run_1/port_trees.png
Drawn at 4 px/µm.
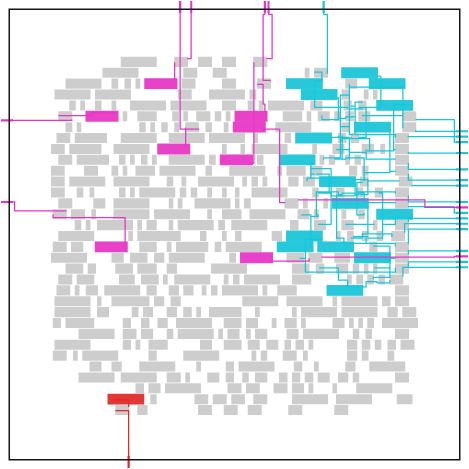
run_1/m3.png
Drawn at 3 px/µm.
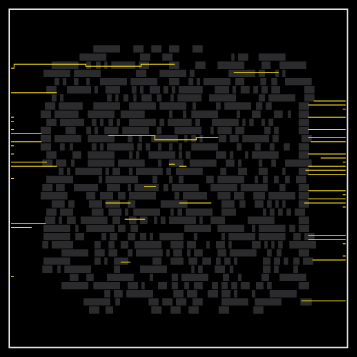
run_1/clock_wires.png
Drawn at 4 px/µm.
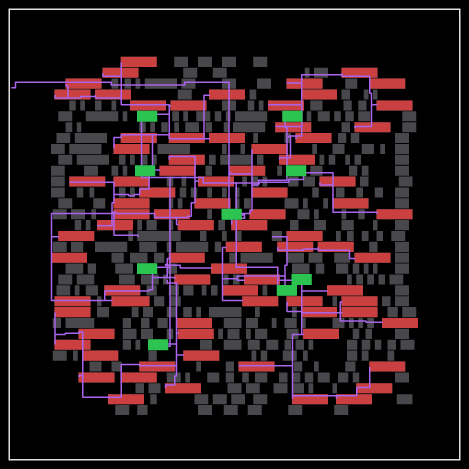
run_1/clock_nets.png
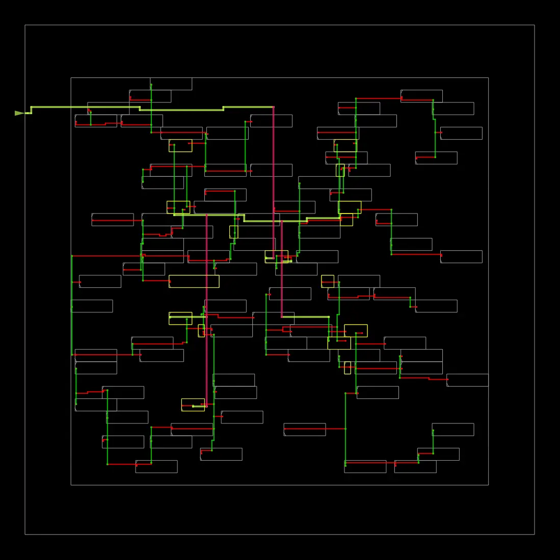
`src/rtl/steer_join_pkg.sv`:
```
// steer_join_pkg: shared state encoding and branch tags for the steering join receiver
package steer_join_pkg;
  typedef enum logic {IDLE = 1'b0, ACK_HI = 1'b1} state_t;
  localparam logic BR_A = 1'b0;
  localparam logic BR_B = 1'b1;
endpackage

```
`src/rtl/steer_join_sync_rx_sync.sv`:
```
// sync_chain: multi-flop synchronizer for an asynchronous SEND line
module sync_chain #(
  parameter int SYNC_STAGES = 2
) (
  input  logic clk_i,
  input  logic rst_ni,
  input  logic d_i,
  output logic q_o
);
  logic [SYNC_STAGES-1:0] sync_q;
  always_ff @(posedge clk_i or negedge rst_ni) begin
    if (!rst_ni) sync_q <= '0;
    else sync_q <= {sync_q[SYNC_STAGES-2:0], d_i};
  end
  assign q_o = sync_q[SYNC_STAGES-1];
endmodule

```
`src/rtl/steer_join_sync_rx.sv`:
```
// steer_join_sync_rx: four-phase A/B receiver with round-robin arbitration into a tagged FIFO
module steer_join_sync_rx
  import steer_join_pkg::*;
#(
  parameter int DW          = 8,
  parameter int DEPTH       = 4,
  parameter int SYNC_STAGES = 2,
  parameter int CNT_W       = 16
) (
  input  logic             CLK,
  input  logic             RESETN,
  input  logic             SENDINA,
  input  logic [DW-1:0]    DATAINA,
  output logic             ACKOUTA,
  input  logic             SENDINB,
  input  logic [DW-1:0]    DATAINB,
  output logic             ACKOUTB,
  output logic             OUT_VALID,
  input  logic             OUT_READY,
  output logic [DW-1:0]    OUT_DATA,
  output logic             OUT_BR,
  input  logic             CNT_CLR,
  output logic [CNT_W-1:0] CNTA,
  output logic [CNT_W-1:0] CNTB
);
  localparam int AW = $clog2(DEPTH);
  typedef struct packed {
    logic          br;
    logic [DW-1:0] data;
  } entry_t;
  logic s_a, s_b;
  state_t st_a_q, st_a_d, st_b_q, st_b_d;
  logic rr_q, rr_d;
  logic [AW:0] cnt_q, cnt_d;
  logic [AW-1:0] wr_q, rd_q;
  entry_t mem_q [DEPTH];
  logic [CNT_W-1:0] cnt_a_q, cnt_a_d, cnt_b_q, cnt_b_d;
  logic full, el_a, el_b, gnt_a, gnt_b, push, pop;
  sync_chain #(.SYNC_STAGES(SYNC_STAGES)) u_sync_a (.clk_i(CLK), .rst_ni(RESETN), .d_i(SENDINA), .q_o(s_a));
  sync_chain #(.SYNC_STAGES(SYNC_STAGES)) u_sync_b (.clk_i(CLK), .rst_ni(RESETN), .d_i(SENDINB), .q_o(s_b));
  always_comb begin
    full    = cnt_q == (AW+1)'(DEPTH);
    el_a    = st_a_q == IDLE && s_a && !full;
    el_b    = st_b_q == IDLE && s_b && !full;
    gnt_a   = el_a && (!el_b || rr_q == BR_B);
    gnt_b   = el_b && !gnt_a;
    push    = gnt_a || gnt_b;
    pop     = OUT_VALID && OUT_READY;
    // rr_last only moves on contention, so a lone grant never steals the next tie
    rr_d    = (el_a && el_b) ? (gnt_a ? BR_A : BR_B) : rr_q;
    st_a_d  = (st_a_q == IDLE) ? (gnt_a ? ACK_HI : IDLE) : (s_a ? ACK_HI : IDLE);
    st_b_d  = (st_b_q == IDLE) ? (gnt_b ? ACK_HI : IDLE) : (s_b ? ACK_HI : IDLE);
    cnt_d   = cnt_q + (AW+1)'(push) - (AW+1)'(pop);
    cnt_a_d = CNT_CLR ? '0 : cnt_a_q + CNT_W'(gnt_a);
    cnt_b_d = CNT_CLR ? '0 : cnt_b_q + CNT_W'(gnt_b);
  end
  always_ff @(posedge CLK or negedge RESETN) begin
    if (!RESETN) begin
      st_a_q  <= IDLE;
      st_b_q  <= IDLE;
      rr_q    <= BR_B;
      cnt_q   <= '0;
      wr_q    <= '0;
      rd_q    <= '0;
      cnt_a_q <= '0;
      cnt_b_q <= '0;
      for (int i = 0; i < DEPTH; i++) mem_q[i] <= '0;
    end else begin
      st_a_q  <= st_a_d;
      st_b_q  <= st_b_d;
      rr_q    <= rr_d;
      cnt_q   <= cnt_d;
      cnt_a_q <= cnt_a_d;
      cnt_b_q <= cnt_b_d;
      if (push) begin
        mem_q[wr_q] <= gnt_a ? entry_t'{br: BR_A, data: DATAINA} : entry_t'{br: BR_B, data: DATAINB};
        wr_q        <= wr_q + AW'(1);
      end
      if (pop) rd_q <= rd_q + AW'(1);
    end
  end
  assign ACKOUTA   = st_a_q == ACK_HI;
  assign ACKOUTB   = st_b_q == ACK_HI;
  assign OUT_VALID = cnt_q != '0;
  assign OUT_DATA  = mem_q[rd_q].data;
  assign OUT_BR    = mem_q[rd_q].br;
  assign CNTA      = cnt_a_q;
  assign CNTB      = cnt_b_q;
endmodule

```
`config.mk`:
```
export PLATFORM = sky130hd
export DESIGN_NAME = steer_join_sync_rx
export DESIGN_NICKNAME = d
export VERILOG_FILES = /design/src/rtl/steer_join_pkg.sv /design/src/rtl/steer_join_sync_rx_sync.sv /design/src/rtl/steer_join_sync_rx.sv
export SDC_FILE = /design/constraint.sdc
export NUM_CORES = 1
export LEC_CHECK = 0
export CELL_PAD_IN_SITES_DETAIL_PLACEMENT = 1
export CELL_PAD_IN_SITES_GLOBAL_PLACEMENT = 1
export CORE_MARGIN = 10
export CORE_UTILIZATION = 45
export CTS_CLUSTER_SIZE = 25
export DETAILED_ROUTE_END_ITERATION = 10
export GPL_ROUTABILITY_DRIVEN = 0
export PLACE_DENSITY_LB_ADDON = 0.3
export SETUP_SLACK_MARGIN = 0.2
export SLEW_MARGIN = 20
export SYNTH_ARGS = -nofsm -noshare
export SYNTH_HDL_FRONTEND = slang
export SYNTH_SLANG_ARGS = --single-unit
```
`constraint.sdc`:
```
create_clock -name CLK -period 5.94 [get_ports CLK]
set_clock_uncertainty 0.15 [all_clocks]
set_input_delay 0.594 -clock CLK [delete_from_list [all_inputs] [get_ports CLK]]
set_output_delay 0.594 -clock CLK [all_outputs]
set_load 0.02 [all_outputs]
```
==> summary.txt, run 1 <==
Figures from the implementation reports.

- The clock reaches the later pin of the worst-skew pair after 0.35 ns.
- The total nets after synthesis reads 378.
- The worst setup path is captured at a flip-flop.
- The well tap count reads 105.
- The number of stages on the worst setup path is 7.
- The largest vdd supply drop is 0.000373 V.
- The share of cell area taken by flip-flops and latches reads 43.4%.
- The number of warning messages in the yosys log is 0.
- STA lists the startpoint of the worst register-to-register path as ACKOUTA.
- Prior to clock tree synthesis, the placed netlist has a worst setup slack of 2.59 ns.
- The tightest hold path in the finished design has a slack of 0.110 ns.
- Per the breakdown, switching nets consume 36.2% of all power.
- The fraction of met2 tracks used by global routing reads 24.9%.
- The reported net switching power is 0.000750 W.
- The post-route core utilization is 57.3%.
- The number of buffers and inverters on the critical path reads 0.
- The chip area reads 12600 µm².
- The number of cells after detailed placement reads 502.
- In the global route stage, met1 resource usage came out at 17.7%.
- The sequential area share after synthesis is 53.6%.
- The via count of the first global-routing pass reads 3021.
- Setup repair after global routing left no endpoint under its margin.
- The post-place instance area reads 4550 µm².
- The iteration count of the initial detailed-routing pass reads 4.
- In the per-layer summary, the met1 wirelength comes to 3970 µm.
- The relative contribution of sequential cells to total power is 41.7%.
- The class of the tightest hold or removal check reads input port to asynchronous set/reset pin.
- The overall track demand over capacity in global routing is 14.7%.
- The number of multi-input combinational cells reads 233.
- Per the synth log, the flip-flop and latch total comes to 82.
- For this run the aggregate overflow at the end of global routing stands at 0.
- After synthesis, the largest area contributor takes up 52.9% of total cell area.
- Power attributed to combinational cells is 0.000816 W.
- The largest stage delay on the critical path is 0.96 ns.
- The first routing iteration left 109 violations.
- The count of cell types in the netlist reads 38.
- The vertical die dimension is 112 µm.
- The placeable core region is 8260 µm².
- The largest cell class by area is sequential cells.
- Of all flip-flops after synthesis, the portion carrying an async set or reset was 100%.
- The most used flip-flop cell is sky130_fd_sc_hd__dfrtp_1.
- The flow ran to the end, and the final reports show no timing, DRC or antenna violations.
- The post-synthesis cell area reads 3830 µm².
- The fraction of the core area occupied by cells at floorplan reads 46.4%.
- In the layout the commonest cells are 81 x sky130_fd_sc_hd__dfrtp_1, 64 x sky130_fd_sc_hd__clkdlybuf4s50_1, 42 x sky130_fd_sc_hd__nand2_1, 30 x sky130_fd_sc_hd__o21ai_0, 24 x sky130_fd_sc_hd__nor2_1.
- The post-route total power is 0.00207 W.
- The number of rows created at floorplan is 33.
- For this run, design rule violations remaining after detail routing come to 0.
- The layer with the highest usage after global routing is met2.
- Counting flops with a built-in enable in the synthesized netlist gives 0.
- The clock tree buffer count of the final layout reads 11.
- The endpoint of the worst setup timing path is CNTA[14].
- The clock input transition at the sequential cells of the worst setup and hold paths is 0.08 ns.
- The fraction of final layout cells with drive strength greater than 1 reads 9.20%.
- The flow reports that combinational logic draws 39.4% of the design power.
- The final worst-path cycle share reads 57.5%.
- The inverter tally of the final layout excluding the clock network reads 12.
- The most area-hungry cell type in the Yosys netlist reads sky130_fd_sc_hd__dfrtp_1.
- The detailed-placement wirelength estimate reads 6470 µm.
- The fraction of cell area in multi-input combinational cells is reported as 34.4%.
- The net total in the final layout is 441.
- The count of cells resized by post-cts repair reads 0.
- The biggest fanout along the worst timing path is 15.
- The count of antenna-violating nets left after detailed routing is 0.
- The ratio of routed vias to standard cells reads 5.37.
- The average wire length per cell after detail routing reads 17.5 µm.
- The accumulated negative setup slack is 0 ns.
- The register area reads 2050 µm².
- The initial antenna violation count reads 0.
- The total inserted antenna cells reads 0.
- The synthesized chip area reported by yosys reads 3830 µm².
- Per STA, the startpoint of the critical path is ACKOUTA.
Notes on port_trees.png above:
Red marks SENDINB, direction input, end cells 1, buffers 1, wire 20.3 µm. Magenta marks OUT_DATA, direction output, end cells 8, buffers 8, wire 307 µm. Cyan marks CNTB, direction output, end cells 16, buffers 16, wire 789 µm.

Notes on m3.png above:
The wires run mostly horizontal. 43 nets have wire on it.
total length of routed wires: 9070 µm
met3 routing resource usage after global routing: 4.58%
count of vias placed by the detailed router: 2782

Notes on clock_wires.png above:
Purple marks clock wires, length 1030 µm. Red marks flip-flops, count 82. Green marks clock-net drivers, count 9.
There are 10 routed clock nets.

Notes on clock_nets.png above:
Num CTS Buffers: 9
flop count: 82
total number of clock tree sinks: 82

## run 1: flip-flops by register name, summed over array words and instances, names as in the netlist
signal	count
cnt_q	3
rr_q	1
rd_q	2
wr_q	2
ACKOUTA	1
mem_q	36
ACKOUTB	1
u_sync_a.sync_q	2
CNTB	16
CNTA	16
u_sync_b.sync_q	2
## run 1: logic make-up (layout without fill, tap and decap cells)
kind of cell / count (synthesis) / after routing / synth area share (%)
adder cells (fa/ha/maj): 11 / 11 / 3.79
AND-OR/OR-AND: 59 / 59 / 8.53
AND/OR/NAND/NOR: 117 / 117 / 14.8
XOR/XNOR: 27 / 27 / 6.17
flip-flops: 82 / 82 / 53.6
multiplexers: 19 / 19 / 9.28
buffers and inverters: 30 / 98 / 3.82
run_1/class_map.png
Drawn at 2 px/µm.
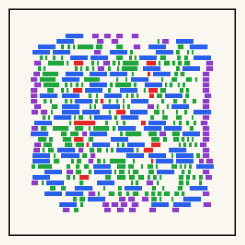

==> inputs of run 2 (changes only) <==
Settings changed: CORE_UTILIZATION 45 to 37.
Clock period 5.94 ns to 2.99 ns, I/O delays scaled along.
run_2/class_map.png
Drawn at 2 px/µm.
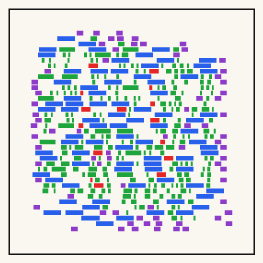
Red marks clock drivers and dummy loads, cells 15. Blue marks sequential cells, cells 82. Purple marks remaining buffers and delay cells, cells 74. Green marks remaining logic cells, cells 245.
Core Util, Final: 47.0%
area of all placed cells without fillers: 4780 µm²
proportion of cell area occupied by registers: 42.9%

run_2/clock_nets.png
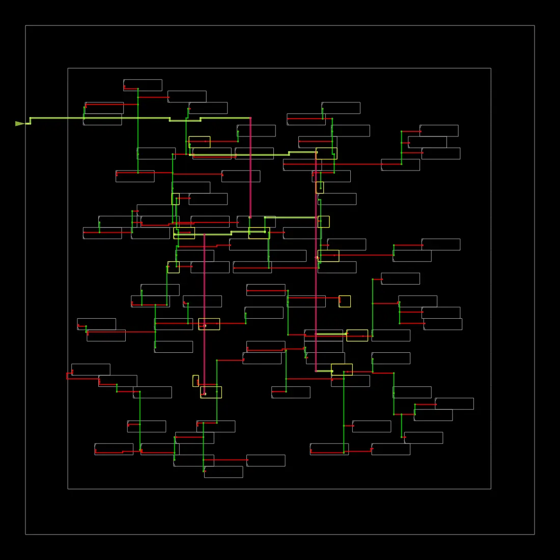
latest clock arrival within the worst-skew pair: 0.36 ns
Clk. pwr: 0.000700 W
clock tree buffer count of the final layout: 10

==> run 2 against run 1 <==
Net effect:
- total power rose by 94%
- synthesized cell count unchanged
- count of clock-buffer cells in the layout shrank 1
- hold slack better by 0.096 ns
==> summary.txt, run 2 <==
Figures from the implementation reports.

- The average wire length per cell after detail routing is 16.2 µm (-7.7%).
- The commonest register cell is sky130_fd_sc_hd__dfrtp_1.
- The number of rows created at floorplan reads 37 (+12%).
- The vertical die dimension is 122 µm (+8.4%).
- The largest vdd supply drop reads 0.000416 V (+12%).
- In the final design, more cell area goes to sequential cells than to any other class.
- The accumulated negative setup slack is 0 ns (unchanged).
- The detailed-placement wirelength estimate was 6500 µm (+0.40%).
- The class of the tightest hold or removal check reads flip-flop to flip-flop.
- The well tap count reads 136 (+30%).
- The post-place instance area reads 4610 µm² (+1.3%).
- The fraction of met2 tracks used by global routing reads 21.4% (-3.5 points).
- The fraction of registers with async set/reset is 100% (unchanged).
- The worst hold slack across all endpoints reads 0.206 ns (+0.0960 ns).
- The biggest fanout along the worst timing path is 8 (-7).
- For this design, the slowest cell found on the critical path is sky130_fd_sc_hd__clkdlybuf4s50_1.
- The total nets after synthesis reads 378 (unchanged).
- The number of buffers and inverters on the critical path is 2 (+2).
- The total length of routed met3 wires is 345 µm.
- The count of cells resized by post-cts repair reads 0 (unchanged).
- The relative contribution of sequential cells to total power was 41.7% (about the same).
- The flip-flop count of the largest register after layout is 36 (unchanged).
- Setup repair after global routing could not meet its margin everywhere.
- The number of cells after detailed placement reads 536 (+6.8%).
- The total routed wire length on the met1 layer is 3980 µm (+0.23%).
- The placeable core region was 10200 µm² (+23%).
- The chip area is 14800 µm² (+18%).
- The share of total power in combinational logic is 40.9% (+1.5 points).
- The iteration count of the initial detailed-routing pass reads 4 (unchanged).
- The register area is 2050 µm² (unchanged).
- Counting flops per register, the top entry is mem_q.
- Looking at the max-slew report, the worst-margin pin has a slew of 0.761 ns.
- The ratio of routed vias to standard cells is 5.04 (-6.1%).
- The post-synthesis cell area reads 3830 µm² (unchanged).
- Looking at area per cell type in the netlist, the leader is sky130_fd_sc_hd__dfrtp_1.
- By instance count after routing, the leading logic cell types are 81 x sky130_fd_sc_hd__dfrtp_1, 64 x sky130_fd_sc_hd__clkdlybuf4s50_1, 42 x sky130_fd_sc_hd__nand2_1, 29 x sky130_fd_sc_hd__o21ai_0, 24 x sky130_fd_sc_hd__nor2_1.
- The detailed router's first-iteration violation count reads 135 (+24%).
- 66 I/O pins were placed.
- The setup slack at placement came to 0.330 ns (-2.26 ns).
- The dominant delay contributor by cell family on the critical path reads buffers and inverters.
- The met1 layer usage reported by global route is 15.4% (-2.2 points).
- The fraction of final layout cells with drive strength greater than 1 reads 10.3% (+1.1 points).
- The number of multi-input combinational cells reads 233 (unchanged).
- The post-synth tally of flip-flops with integrated enable came to 0 (unchanged).
- The number of warning messages in the yosys log is 0 (unchanged).
- The initial antenna violation count reads 0 (unchanged).
- The count of antenna-violating nets left after detailed routing is 0 (unchanged).
- The number of flip-flops and latches in the synthesized netlist is 82 (unchanged).
- The number of CTS-inserted buffers reads 9 (unchanged).
- The switching power as a share of total power is 36.6% (+0.40 points).
- The count of cell types in the netlist is 38 (unchanged).
- The cell at the root of the clock tree is sky130_fd_sc_hd__clkbuf_8.
- The fraction of the core area occupied by cells at floorplan was 37.6% (-8.8 points).
- The synthesized chip area reported by yosys is 3830 µm² (unchanged).
- The final worst-path cycle share is 87.5%.
- The residual DRC count is 0 (unchanged).
- Looking at the global route congestion table, the highest-usage layer is met2.
- The flop count is 82 (unchanged).
- The power in combinational cells is 0.00165 W (+100%).
- The number of sinks handled by clock tree synthesis is 82 (unchanged).
- The proportion of netlist area held by the largest area contributor reads 52.9% (unchanged).
- The logic share of the area reads 34.2% (-0.27 points).
- The sequential area share after synthesis is 53.6% (unchanged).
- The reported net switching power is 0.00147 W (+96%).
- The clock input transition at the sequential cells of the worst setup and hold paths reads 0.09 ns (about the same).
- The final global-route overflow total was 0 (unchanged).
- The critical register-to-register path startpoint reads cnt_q[1].
- The total inserted antenna cells came to 0 (unchanged).
- The flow ran to the end, and the final reports show no timing, DRC or antenna violations.
- The via count of the first global-routing pass reads 3055 (+1.1%).
- The overall track demand over capacity in global routing is 12.7% (-2.0 points).
- The largest stage delay on the critical path reads 0.56 ns (-0.40 ns).
- The post-route total power was 0.00403 W (+94%).
- The inverter tally of the final layout excluding the clock network is 12 (unchanged).
- The area overhead of the layout relative to synthesis reads 24.9%.
- The nature of the critical path endpoint is an output port.
run_2/m3.png
Drawn at 3 px/µm.
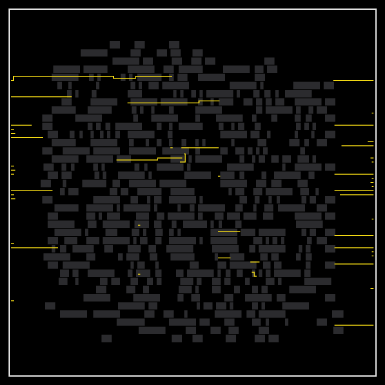
The layer carries 345 µm of wire. The layer holds 3.9% of the routed length.
count of vias placed by the detailed router: 2783
total length of routed wires: 8920 µm
met3 routing resource usage after global routing: 3.28%

==> run 2: cell families after synthesis <==
family,Yosys count,synth area share (%)
compound gates,59,8.53
xor+xnor,27,6.17
fa+ha+maj,11,3.79
buf+inv,30,3.82
flops,82,53.6
mux,19,9.28
simple gates,117,14.8
==> run 2: worst max-delay path by stage <==
stage              from        to  slack [ns]  cells after the start
2_1_floorplan   ACKOUTA  CNTA[14]        0.38                     11
3_3_place_gp    ACKOUTA  CNTA[14]        0.42                      7
3_5_place_dp    ACKOUTA  CNTA[12]        0.33                      7
4_1_cts         ACKOUTA  CNTA[12]        0.30                      7
5_1_grt        cnt_q[1]  CNTA[14]        0.19                      7
6_report        rd_q[0]    OUT_BR        0.37                      3
Power figures rest on the tool's default switching activity, not on a simulated workload.
